==> config.mk <==
export PLATFORM = sky130hd
export DESIGN_NAME = inst_mem_loader
export DESIGN_NICKNAME = d
export VERILOG_FILES = /design/src/rtl/inst_mem_loader_pkg.sv /design/src/rtl/inst_mem_loader_timeout_ctr.sv /design/src/rtl/inst_mem_loader.sv
export SDC_FILE = /design/constraint.sdc
export NUM_CORES = 1
export LEC_CHECK = 0
export CORE_MARGIN = 10
export CORE_UTILIZATION = 40
export DETAILED_ROUTE_END_ITERATION = 10
export PLACE_DENSITY_LB_ADDON = 0.05
export SLEW_MARGIN = 20
export SYNTH_ARGS = -nofsm -noshare
export SYNTH_HDL_FRONTEND = slang
export SYNTH_SLANG_ARGS = --single-unit
export TNS_END_PERCENT = 20
==> constraint.sdc <==
create_clock -name clk -period 6.06 [get_ports clk]
set_input_delay 1.212 -clock clk [delete_from_list [all_inputs] [get_ports clk]]
set_output_delay 1.212 -clock clk [all_outputs]
set_load 0.02 [all_outputs]
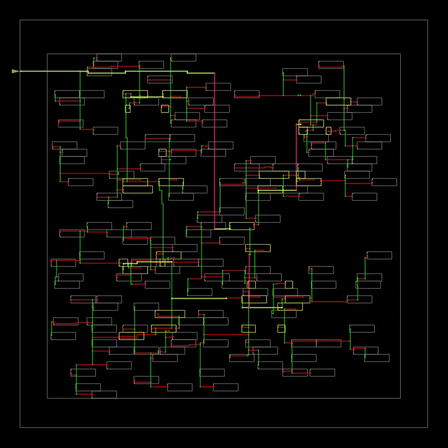
(run_1/clock_nets.png)
Sink Count: 141
Seq cells: 141
TritonCTS buffer count: 17

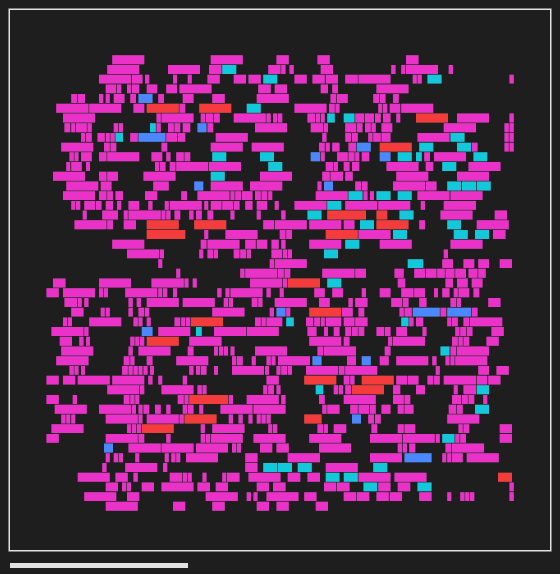
(run_1/sizing.png)
Bar = 50 um.
x3 and x4: in blue, cells 17, share 2.2%. x6 and larger: in red, cells 23, share 2.9%. x2: in cyan, cells 53, share 6.7%. x1 and smaller: in magenta, cells 697, share 88%.
Final Instance Area: 8280 um^2
synthesis-to-layout area growth: 20.0%

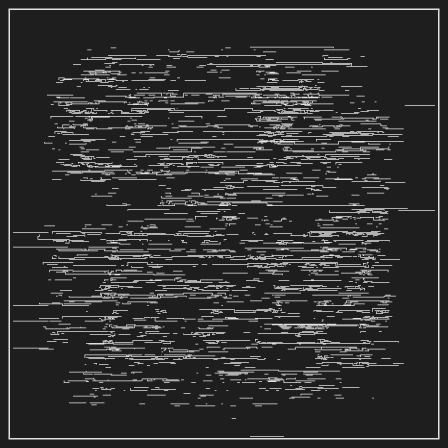
(run_1/m1.png)
The longest straight run is 50.6 um. 711 nets have wire on it. The layer carries 7620 um of wire. The layer holds 44% of the routed length. The wires run mostly horizontal.
final wirelength: 17.2 mm
GR Util met1: 19.0%
via count: 5258

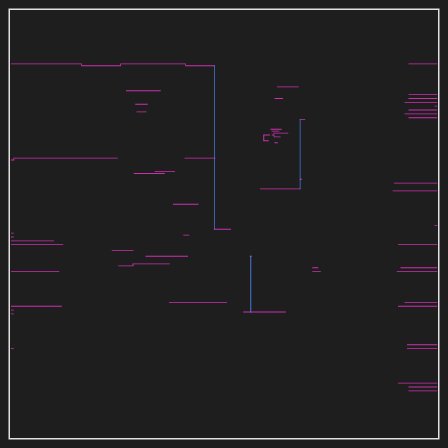
(run_1/layers.png)
Two of the layers only.
M4: in blue, wire length 102 um. M3: in magenta, wire length 598 um.
gr usage total: 15.5%
wire per inst: 17.1 um

==> metrics.yaml, run 1 <==
place:
  port_buffers: 71
  dp_cells: 978
  post-dp-hpwl_mm: 11.9
  place_congestion: 0.794
clocking:
  hold_buffers: 0
  cts-root-buf: "clkbuf_16"
  clockBufferDepth: 2
  h-tree-depth: 4
  cts_resized: 0
floorplanning:
  die_w_um: 151
  num_rows: 47
  die_h_um: 151
final_timing:
  setup_violations: 0
  max_freq_mhz: 252
  skew_ps: 12.8
  setup_tns_ps: 0
  rsz0062_at_grt: "false"
  slew_viol_final: 0
  max_slew_margin_pct: 31.1
  final-hold-violation-count: 0
power_and_ir_drop:
  seq_power_share_pct: 41.5
  p_int_mw: 2.37
  power_frac_comb_pct: 29.0
  powerDensity_nw_per_um2: 435
  p_clk_share_pct: 29.6
  peakVddDrop_v: 0.000216
  p_sw_share_pct: 34.0
  p_leak_nw: 3.65
  power_switching_mw: 1.22
layout:
  largest_reg_flops: 32
  nNetsFinal: 792
  fin_cells: 1010
  final_layout_size_suffix_gt1_share_pct: 11.8
  final_cell_mix: "162 x nand2_1, 141 x dfrtp_1, 71 x o21ai_0"
  lay_top_count: "nand2_1"
synth:
  synthArstFlopShare_pct: 100
  top_cell: "nand2_1"
  edf_count: 0
  area_leaders: "dfrtp_1 51%, nand2_1 8.9%, mux2_2 6.5%"
  yosysUniqueCellTypes: 59
  ys_top_cells_by_count: "163 x nand2_1, 141 x dfrtp_1, 71 x o21ai_0"
  ys_sh_simple_pct: 21.2
  synthTopLogicFamily: "simple AND/OR/NAND/NOR gates"
  synth-compound-area-share_pct: 9.15
  synthCells: 725
  yosysSeqAreaShare_pct: 51.2
  synth_flop_count: 141
  synth.avg_cell_area_um2: 9.51
  netlist_area_um2: 6900
  yosysTopAreaCellShare_pct: 51.2
  ff_type: "dfrtp_1"
  ys_sh_adder_pct: 0.726
  top_area_cell: "dfrtp_1"
  xor_share_pct: 5.21
  mux_share_pct: 7.11
worst_setup_path:
  reg2reg_depth: 8
  crit_path_end_kind: "flip-flop"
  cp.depth: 8
  cp_cell_sequence: "clkdlybuf4s50_1 > and3_1 > buf_4 > nand2_2 > clkinv_1 > nor2_2 > o21ai_0 > o41ai_1"
  crit_required_ps: 6360
  startpoint_type: "primary input"
  worst-setup-path-type: "primary input to flip-flop"
  worst-path-max-fanout: 34
  critPathTopFamily: "buffers and inverters"
  cp.arrival_ps: 4260
  rrSetupSlack_ps: 2640
routing:
  antenna_left: 0
  drt_iter0_markers: 432
  dr.pass1.iters: 5
  via_per_inst: 5.21
  remaining_drc_errors: 0
flow_run:
  cap_violations: 0
global_routing:
  grt_pass1_vias: 5290
  antenna_found_initial: 0
  overflow: 0
  grt_max_degree: 87
worst_hold_path:
  hold_depth: 2
  hold_class: "flip-flop to flip-flop"
status:
  status: "finished clean"
==> run 1: cells by family after synthesis <==
| logic type | count (synthesis) |
|---|---|
| compound gates | 111 |
| xor+xnor | 41 |
| fa+ha+maj | 4 |
| buf+inv | 74 |
| flops | 141 |
| mux | 44 |
| other cells | 1 |
| simple gates | 309 |
==> run 1: through the flow <==
step	power (mW)	instance area [um^2]	utilization [%]	setup slack, ps	hold WS, ps
final	3.60	8280	49.4	2100	471
after floorplan	2.16	6980	-	3240	439
after CTS	3.64	8270	49.4	1760	479
after detailed placement	2.56	7660	45.7	1340	462
after global routing	3.83	8280	49.4	1730	503
after global placement	2.53	7660	45.7	1490	462
==> run 1: layout make-up <==
cell class / instances / area [um^2]
well taps: 220 / 275
multi-input cells: 532 / 3080
clock inverters: 14 / 169
fillers: 1593 / 8480
clock buffers: 18 / 439
flip-flops and latches: 141 / 3530
inverters: 10 / 37.5
repair buffers: 75 / 742
==> run 1: power groups by stage <==
| stage | Clock [mW] | Combinational, mW | Sequential, mW |
|---|---|---|---|
| final | 1.06 | 1.04 | 1.49 |
| after global placement | 0 | 1.03 | 1.50 |
| after global routing | 1.13 | 1.17 | 1.53 |
| after detailed placement | 0 | 1.05 | 1.51 |
| after CTS | 1.09 | 1.06 | 1.49 |
| after floorplan | 0 | 0.659 | 1.50 |
==> run 1: per-layer routing <==
| metal | part of all wire [%] | GRT usage [%] |
|---|---|---|
| met1 | 44 | 19.0 |
| met2 | 52 | 26.7 |
| met3 | 3.5 | 3.25 |
| met4 | 0.59 | 4.91 |
| met5 | 0 | 0 |
==> run 1: tightest hold or removal path, cell delays in order, from the launching register on <==
cell,delay [ps]
dfrtp_1,340
nand2_1,50
nand2_1,60
==> run_1/m2.png <==
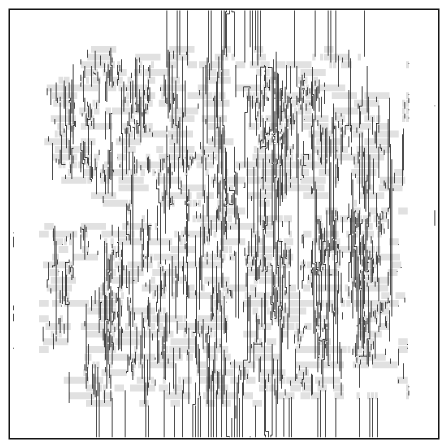

## Run 2: what changed since run 1
- clock period: 6.06 -> 3.3 ns (I/O delays scaled with it)
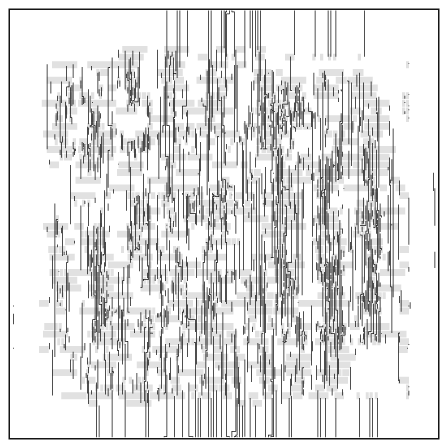
(run_2/m2.png)
The wires run mostly vertical. The longest straight run is 59.5 um.
via count: 5303
GR met2 Demand/Resource: 26.8%

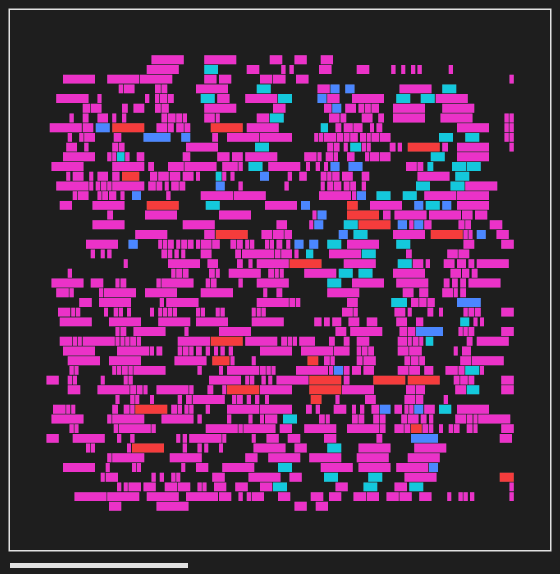
(run_2/sizing.png)
Bar = 50 um.
Final Instance Area: 8340 um^2
synthesis-to-layout area growth: 20.9%
buffers outside the clock class: 92
final worst-path setup slack: 437 ps

==> run 2 against run 1 <==
Against the previous run: final cell count increased by 1.7%; wire length grew 2.4%; area after synthesis unchanged; register-to-register slack got worse by 2200 ps; global-route usage is 0.33 points higher; largest power group unchanged; clock skew increased by 2.4 ps; cell area increased by 0.74%; synthesized cell count is the same; combinational power up 87%; clock power is 67% higher; critical path depth is 5 lower; power up 79%.
==> metrics.yaml, run 2 <==
synth:
  top_cell: "nand2_1"
  netlist_area_um2: 6900  # unchanged
  yosysTopAreaCellShare_pct: 51.2  # unchanged
  ys_top_cells_by_count: "163 x nand2_1, 141 x dfrtp_1, 71 x o21ai_0"
  synthCells: 725  # unchanged
  yosysSeqAreaShare_pct: 51.2  # unchanged
  synth_flop_count: 141  # unchanged
  synth.avg_cell_area_um2: 9.51  # unchanged
final_timing:
  skew_ps: 15.2  # +2.36 ps
  rsz0062_at_grt: "false"
worst_setup_path:
  critPathTopFamily: "buffers and inverters"
  crit_required_ps: 2640  # -3720 ps
  rrSetupSlack_ps: 480  # -2160 ps
  worst-path-max-fanout: 17  # -50%
  cp_cell_sequence: "xor2_1 > a21oi_1 > clkdlybuf4s50_1"
  cp.arrival_ps: 2200  # -2060 ps
  startpoint_type: "flip-flop"
place:
  port_buffers: 71  # unchanged
  dp_cells: 995  # +1.7%
  place_congestion: 0.860  # +8.3%
  post-dp-hpwl_mm: 12.3  # +3.4%
global_routing:
  overflow: 0  # unchanged
power_and_ir_drop:
  p_leak_nw: 3.71  # +1.5%
  peakVddDrop_v: 0.000415  # +92%
  power_frac_comb_pct: 30.1  # +1.1 points
  powerDensity_nw_per_um2: 774  # +78%
  seq_power_share_pct: 42.4  # +0.9 points
layout:
  layout.area.comb_um2: 3080  # about the same
  filler_cell_count: 1599  # +0.38%
routing:
  dr.pass1.iters: 5  # unchanged
  avgRoutedWirePerCell_um: 17.2  # +0.71%
status:
  status: "finished clean"
clocking:
  cts-root-buf: "clkbuf_16"
  hold_buffers: 0  # unchanged
  h-tree-depth: 4  # unchanged
  cts_buffers: 17  # unchanged
  cts.sinks: 141  # unchanged
floorplanning:
  num_rows: 47  # unchanged
==> run 2: metrics by stage <==
stage | hold slack, ps | power (mW) | setup WS (ps)
5_1_grt | 309 | 6.87 | 290
3_3_place_gp | 463 | 4.69 | 291
6_report | 255 | 6.45 | 437
2_1_floorplan | 364 | 3.96 | 747
3_5_place_dp | 461 | 4.73 | 234
4_1_cts | 287 | 6.54 | 401
==> run 2: cell families after synthesis <==
family | after synthesis | share of synthesized area (%)
AOI/OAI and AO/OA | 111 | 9.15
xor gates and xnor gates | 41 | 5.21
adders and majority gates | 4 | 0.726
buffers and inverters | 74 | 5.37
DFF | 141 | 51.2
muxes | 44 | 7.11
other | 1 | 0.0544
and+or+nand+nor | 309 | 21.2
==> run 2: per-layer routing <==
layer  up-vias  global-route usage [%]  part of all wire [%]
met5         -                       0                     0
met4         0                    5.77                   1.7
met3        21                    4.09                   4.7
met2       119                    26.8                    51
met1      2608                    19.1                    42
li1       2555                       -                     -
==> run 2: power by group through the flow <==
stage	logic [mW]	clock network (mW)	registers, mW
final	1.94	1.77	2.74
after global routing	2.16	1.90	2.81
after CTS	1.98	1.82	2.74
after detailed placement	1.97	0	2.76
after global placement	1.93	0	2.76
after floorplan	1.21	0	2.75
==> run 2: layout make-up <==
cell class	instances	share of cell area, %
clock buffer	21	5.52
clock inverter	11	1.01
inverter	10	0.450
multi-input combinational	532	37.0
sequential	141	42.3
tap	220	3.30
timing repair buffer	92	10.4
No activity file was given, so power comes from the tool's default toggle rates.
